$ cat src/rtl/preambula_stream_framer_if.sv
// Bus bundle between the preamble framer, its ROM address counter / ROM
// pair and the downstream OFDM symbol mux.
//   master : the framer (drives ROM enable/ready and the output stream)
//   slave  : the environment (drives ROM flags/data and out_ready)
interface preambula_stream_framer_if #(
  parameter int DATA_WIDTH = 32,
  parameter int ADDR_WIDTH = 7
) ();

  // ROM counter side
  logic                  rom_en;
  logic                  rom_ready;
  logic                  rom_valid;
  logic [ADDR_WIDTH-1:0] rom_addr;
  logic [DATA_WIDTH-1:0] rom_data;

  // Framed output stream
  logic [DATA_WIDTH-1:0] out_data;
  logic                  out_valid;
  logic                  out_ready;
  logic                  out_sof;
  logic                  out_eof;

  modport master (
    output rom_en, rom_ready, out_data, out_valid, out_sof, out_eof,
    input  rom_valid, rom_addr, rom_data, out_ready
  );

  modport slave (
    input  rom_en, rom_ready, out_data, out_valid, out_sof, out_eof,
    output rom_valid, rom_addr, rom_data, out_ready
  );

endinterface

$ cat src/rtl/preambula_stream_framer.sv
// Preamble stream framer.
// Pulls PRE_LEN samples from the preamble ROM (through its address counter),
// realigns the ROM output to the ROM read latency with a shift register of
// issue flags, buffers samples in a 4-entry first-word-fall-through FIFO and
// emits one framed preamble (sof/eof markers, valid/ready) per start request.
// Optional feature macro: PREAMBULA_ALIGN_CHECK_EN -- when defined, every
// issued ROM address is compared against the framer's own issue count and a
// mismatch sets the sticky align_err flag. When undefined align_err is 0.
module preambula_stream_framer #(
  parameter int DATA_WIDTH = 32,
  parameter int ADDR_WIDTH = 7,
  parameter int PRE_LEN    = 107,
  parameter int ROM_LAT    = 1
) (
  input  logic clk,
  input  logic reset,
  input  logic start,
  preambula_stream_framer_if.master bus,
  output logic busy,
  output logic done,
  output logic align_err
);

  localparam int ICNT_W     = $clog2(PRE_LEN + 1);
  localparam int IDX_W      = $clog2(PRE_LEN);
  localparam int FIFO_DEPTH = 4;

  localparam logic [ICNT_W-1:0] PRE_LEN_C  = ICNT_W'(PRE_LEN);
  localparam logic [IDX_W-1:0]  IDX_LAST_C = IDX_W'(PRE_LEN - 1);

  typedef enum logic [1:0] {
    IDLE  = 2'd0,
    RUN   = 2'd1,
    DRAIN = 2'd2
  } state_t;

  state_t              state_q, state_d;
  logic [ICNT_W-1:0]   issue_cnt_q, issue_cnt_d;
  logic [IDX_W-1:0]    idx_q, idx_d;
  logic [ROM_LAT-1:0]  issue_vld_q, issue_vld_d;
  logic [1:0]          wr_ptr_q, wr_ptr_d;
  logic [1:0]          rd_ptr_q, rd_ptr_d;
  logic [2:0]          count_q, count_d;
  logic                busy_q, busy_d;
  logic                rom_en_q, rom_en_d;
  logic                done_q, done_d;
  logic                align_err_q, align_err_d;

  logic [DATA_WIDTH-1:0] mem_q [FIFO_DEPTH];

  logic [1:0] pending;
  logic [3:0] level;
  logic       rom_ready_c;
  logic       issue;
  logic       push;
  logic       pop;
  logic       out_valid_c;
  logic       addr_mismatch;

  // Count ROM reads still in flight (issued but not yet landed in the FIFO).
  always_comb begin
    pending = '0;
    for (int i = 0; i < ROM_LAT; i++) begin
      pending = pending + {1'b0, issue_vld_q[i]};
    end
  end

  // Reads are only issued while the FIFO can absorb everything in flight, so a
  // landing sample always finds a free slot. Depends on registered state only.
  always_comb begin
    level       = {1'b0, count_q} + {2'b00, pending};
    rom_ready_c = rom_en_q && (level < 4'(FIFO_DEPTH)) && (issue_cnt_q < PRE_LEN_C);
    issue       = rom_en_q && rom_ready_c && bus.rom_valid;
    push        = issue_vld_q[ROM_LAT-1];
    out_valid_c = (count_q != 3'd0);
    pop         = out_valid_c && bus.out_ready;
  end

`ifdef PREAMBULA_ALIGN_CHECK_EN
  // Counter address must track our own issue count on every issued read.
  always_comb begin
    addr_mismatch = issue &&
      ({{(32-ADDR_WIDTH){1'b0}}, bus.rom_addr} != {{(32-ICNT_W){1'b0}}, issue_cnt_q});
  end
`else
  logic [ADDR_WIDTH-1:0] unused_rom_addr;
  assign unused_rom_addr = bus.rom_addr;
  assign addr_mismatch   = 1'b0;
`endif

  // Next-state logic: frame FSM, issue/output counters, latency line, FIFO pointers.
  always_comb begin
    state_d     = state_q;
    issue_cnt_d = issue_cnt_q;
    idx_d       = idx_q;
    wr_ptr_d    = wr_ptr_q;
    rd_ptr_d    = rd_ptr_q;
    count_d     = count_q;
    done_d      = 1'b0;
    align_err_d = align_err_q | addr_mismatch;

    // Issue flags travel ROM_LAT cycles so the tail lines up with rom_data.
    issue_vld_d    = '0;
    issue_vld_d[0] = issue;
    for (int i = 1; i < ROM_LAT; i++) begin
      issue_vld_d[i] = issue_vld_q[i-1];
    end

    if (issue) begin
      issue_cnt_d = issue_cnt_q + 1'b1;
    end

    if (push) begin
      wr_ptr_d = wr_ptr_q + 2'd1;
    end
    if (pop) begin
      rd_ptr_d = rd_ptr_q + 2'd1;
      idx_d    = (idx_q == IDX_LAST_C) ? '0 : idx_q + 1'b1;
    end
    case ({push, pop})
      2'b10:   count_d = count_q + 3'd1;
      2'b01:   count_d = count_q - 3'd1;
      default: count_d = count_q;
    endcase

    case (state_q)
      IDLE: begin
        if (start) begin
          state_d     = RUN;
          issue_cnt_d = '0;
          idx_d       = '0;
        end
      end
      RUN: begin
        if (issue_cnt_q == PRE_LEN_C) begin
          state_d = DRAIN;
        end
      end
      DRAIN: begin
        if (pop && (idx_q == IDX_LAST_C)) begin
          state_d = IDLE;
          done_d  = 1'b1;
        end
      end
      default: state_d = IDLE;
    endcase

    busy_d   = (state_d != IDLE);
    rom_en_d = (state_d == RUN);
  end

  // Control state and registered outputs; reset discards in-flight reads.
  always_ff @(posedge clk or negedge reset) begin
    if (!reset) begin
      state_q     <= IDLE;
      issue_cnt_q <= '0;
      idx_q       <= '0;
      issue_vld_q <= '0;
      wr_ptr_q    <= '0;
      rd_ptr_q    <= '0;
      count_q     <= '0;
      busy_q      <= 1'b0;
      rom_en_q    <= 1'b0;
      done_q      <= 1'b0;
      align_err_q <= 1'b0;
    end else begin
      state_q     <= state_d;
      issue_cnt_q <= issue_cnt_d;
      idx_q       <= idx_d;
      issue_vld_q <= issue_vld_d;
      wr_ptr_q    <= wr_ptr_d;
      rd_ptr_q    <= rd_ptr_d;
      count_q     <= count_d;
      busy_q      <= busy_d;
      rom_en_q    <= rom_en_d;
      done_q      <= done_d;
      align_err_q <= align_err_d;
    end
  end

  // FIFO storage; contents are don't-care while the matching count is zero.
  always_ff @(posedge clk) begin
    if (push) begin
      mem_q[wr_ptr_q] <= bus.rom_data;
    end
  end

  // Head of FIFO is masked to zero when empty so reset clears out_data at once.
  assign bus.out_data  = out_valid_c ? mem_q[rd_ptr_q] : '0;
  assign bus.out_valid = out_valid_c;
  assign bus.out_sof   = out_valid_c && (idx_q == '0);
  assign bus.out_eof   = out_valid_c && (idx_q == IDX_LAST_C);
  assign bus.rom_en    = rom_en_q;
  assign bus.rom_ready = rom_ready_c;
  assign busy          = busy_q;
  assign done          = done_q;
  assign align_err     = align_err_q;

endmodule

$ cat src/flat_wrapper.sv
// flat-port wrapper written by rule: the top's interface ports become plain ports
module preambula_stream_framer_flat 
#(
  parameter int DATA_WIDTH = 32,
  parameter int ADDR_WIDTH = 7,
  parameter int PRE_LEN    = 107,
  parameter int ROM_LAT    = 1
)
  (clk, reset, start, busy, done, align_err, bus_rom_en, bus_rom_ready, bus_out_data, bus_out_valid, bus_out_sof, bus_out_eof, bus_rom_valid, bus_rom_addr, bus_rom_data, bus_out_ready);
  preambula_stream_framer_if #(.DATA_WIDTH(DATA_WIDTH), .ADDR_WIDTH(ADDR_WIDTH)) bus_i ();
  input  logic clk;
  input  logic reset;
  input  logic start;
  output logic busy;
  output logic done;
  output logic align_err;
  output wire logic [$bits(bus_i.rom_en)-1:0] bus_rom_en;
  output wire logic [$bits(bus_i.rom_ready)-1:0] bus_rom_ready;
  output wire logic [$bits(bus_i.out_data)-1:0] bus_out_data;
  output wire logic [$bits(bus_i.out_valid)-1:0] bus_out_valid;
  output wire logic [$bits(bus_i.out_sof)-1:0] bus_out_sof;
  output wire logic [$bits(bus_i.out_eof)-1:0] bus_out_eof;
  input wire logic [$bits(bus_i.rom_valid)-1:0] bus_rom_valid;
  input wire logic [$bits(bus_i.rom_addr)-1:0] bus_rom_addr;
  input wire logic [$bits(bus_i.rom_data)-1:0] bus_rom_data;
  input wire logic [$bits(bus_i.out_ready)-1:0] bus_out_ready;
  assign bus_rom_en = bus_i.rom_en;
  assign bus_rom_ready = bus_i.rom_ready;
  assign bus_out_data = bus_i.out_data;
  assign bus_out_valid = bus_i.out_valid;
  assign bus_out_sof = bus_i.out_sof;
  assign bus_out_eof = bus_i.out_eof;
  assign bus_i.rom_valid = bus_rom_valid;
  assign bus_i.rom_addr = bus_rom_addr;
  assign bus_i.rom_data = bus_rom_data;
  assign bus_i.out_ready = bus_out_ready;
  preambula_stream_framer #(.DATA_WIDTH(DATA_WIDTH), .ADDR_WIDTH(ADDR_WIDTH), .PRE_LEN(PRE_LEN), .ROM_LAT(ROM_LAT)) u_core (.clk(clk), .reset(reset), .start(start), .bus(bus_i), .busy(busy), .done(done), .align_err(align_err));
endmodule
$ cat config.mk
export PLATFORM = sky130hd
export DESIGN_NAME = preambula_stream_framer_flat
export DESIGN_NICKNAME = d
export VERILOG_FILES = /design/src/rtl/preambula_stream_framer_if.sv /design/src/rtl/preambula_stream_framer.sv /design/src/flat_wrapper.sv
export SDC_FILE = /design/constraint.sdc
export NUM_CORES = 1
export LEC_CHECK = 0
export CAP_MARGIN = 30
export CORE_AREA = 2 2 129 131
export CTS_CLUSTER_SIZE = 20
export DETAILED_ROUTE_END_ITERATION = 7
export DIE_AREA = 0 0 131 133
export SYNTH_ARGS = -nofsm -noshare
export SYNTH_HDL_FRONTEND = slang
export SYNTH_SLANG_ARGS = --single-unit
$ cat constraint.sdc
create_clock -name clk -period 3.6 [get_ports clk]
set_clock_uncertainty 0.2 [all_clocks]
set_input_delay 0.54 -clock clk [delete_from_list [all_inputs] [get_ports clk]]
set_output_delay 0.54 -clock clk [all_outputs]
set_load 0.01 [all_outputs]
==> images/class_map.png <==
(2 px per um)
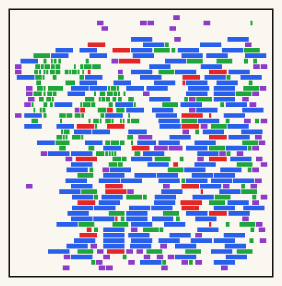
remaining logic cells: drawn in green, cells 181, share of their area 23%. clock drivers and dummy loads: drawn in red, cells 32, share of their area 8.2%. registers: drawn in blue, cells 155, share of their area 59%. remaining buffers and delay cells: drawn in purple, cells 80, share of their area 11%.
# rows: 47
register share of the cell area: 56.5%
Core ar.: 16,200 um2

==> images/clock_wires.png <==
(4 px per um)
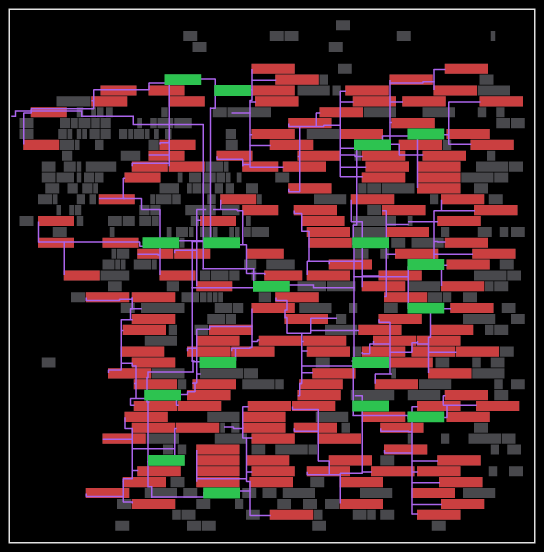
clock wires: drawn in purple, length 1,680 um. clock-net drivers: drawn in green, count 17. flip-flops: drawn in red, count 155.
Position of the flops: all over the die.
Late-Pin Clk Latency: 0.41 ns
Clk power: 1890 uW

==> impl_metrics.env <==
# implementation run metrics
export IMPL_bufAreaShareNonClock_pct=10.3
export IMPL_reg2reg_to="u_core.count_q[2]"
export IMPL_io_pins=84
export IMPL_grt_usage_pct=13.9
export IMPL_endpoint_kind="output pin"
export IMPL_tns_ns=0
export IMPL_synth_area_um2=6350
export IMPL_setup_ws_ns=0.387
export IMPL_p_int_uw=4690
export IMPL_status="complete, no violations"
export IMPL_use_met2_pct=22.4
export IMPL_synth_area_mux_share_pct=11.7
export IMPL_inv_count=11
export IMPL_cts_htree_levels=4
export IMPL_holdCritPathClass="flip-flop to flip-flop"
export IMPL_largest_reg_flops=128
export IMPL_swShare_pct=27.6
export IMPL_critPathLaunchType="flip-flop"
export IMPL_place_congestion=0.837
export IMPL_final_core_util_pct=49.5
export IMPL_grt_first_pass_wirelength_um=17800
export IMPL_crit_path_start="u_core.rd_ptr_q[0]"
export IMPL_flop_cell="edfxtp_1"
export IMPL_hold_buffers=0
export IMPL_syn_inst=350
export IMPL_switching_power_uw=1790
export IMPL_pwr_share_seq_pct=38.8
export IMPL_fin_area_um2=8000
export IMPL_area_growth_pct=26.0
export IMPL_arrival_ns=2.47
export IMPL_clock_fmax_mhz=311
export IMPL_dp_final_hpwl_um=6980
export IMPL_clk_pin_slew_ns=0.06
export IMPL_p_seq_uw=2510
export IMPL_ys_area_um2=6350
export IMPL_layout_drive_gt1_share_pct=17.9
export IMPL_synthTopLogicFamily="multiplexers"
export IMPL_crit_buf_inv=2
export IMPL_ys_seq_share_pct=71.2
export IMPL_crit_path_end="bus_out_data[11]"
export IMPL_dominant_cells="sequential cells"
export IMPL_cts_repair_resized=0
==> images/clock_nets.png <==
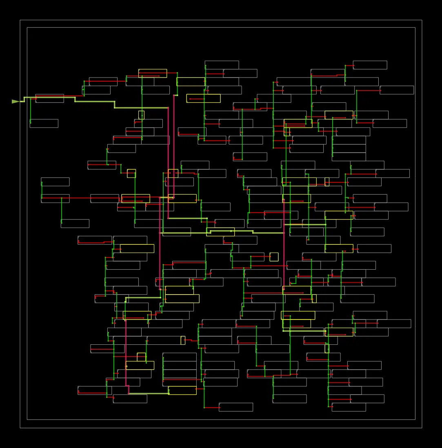
CTS buffer count: 17
clk sink count: 155
final-layout clock buffer total: 19

No activity file was given, so power comes from the tool's default toggle rates.
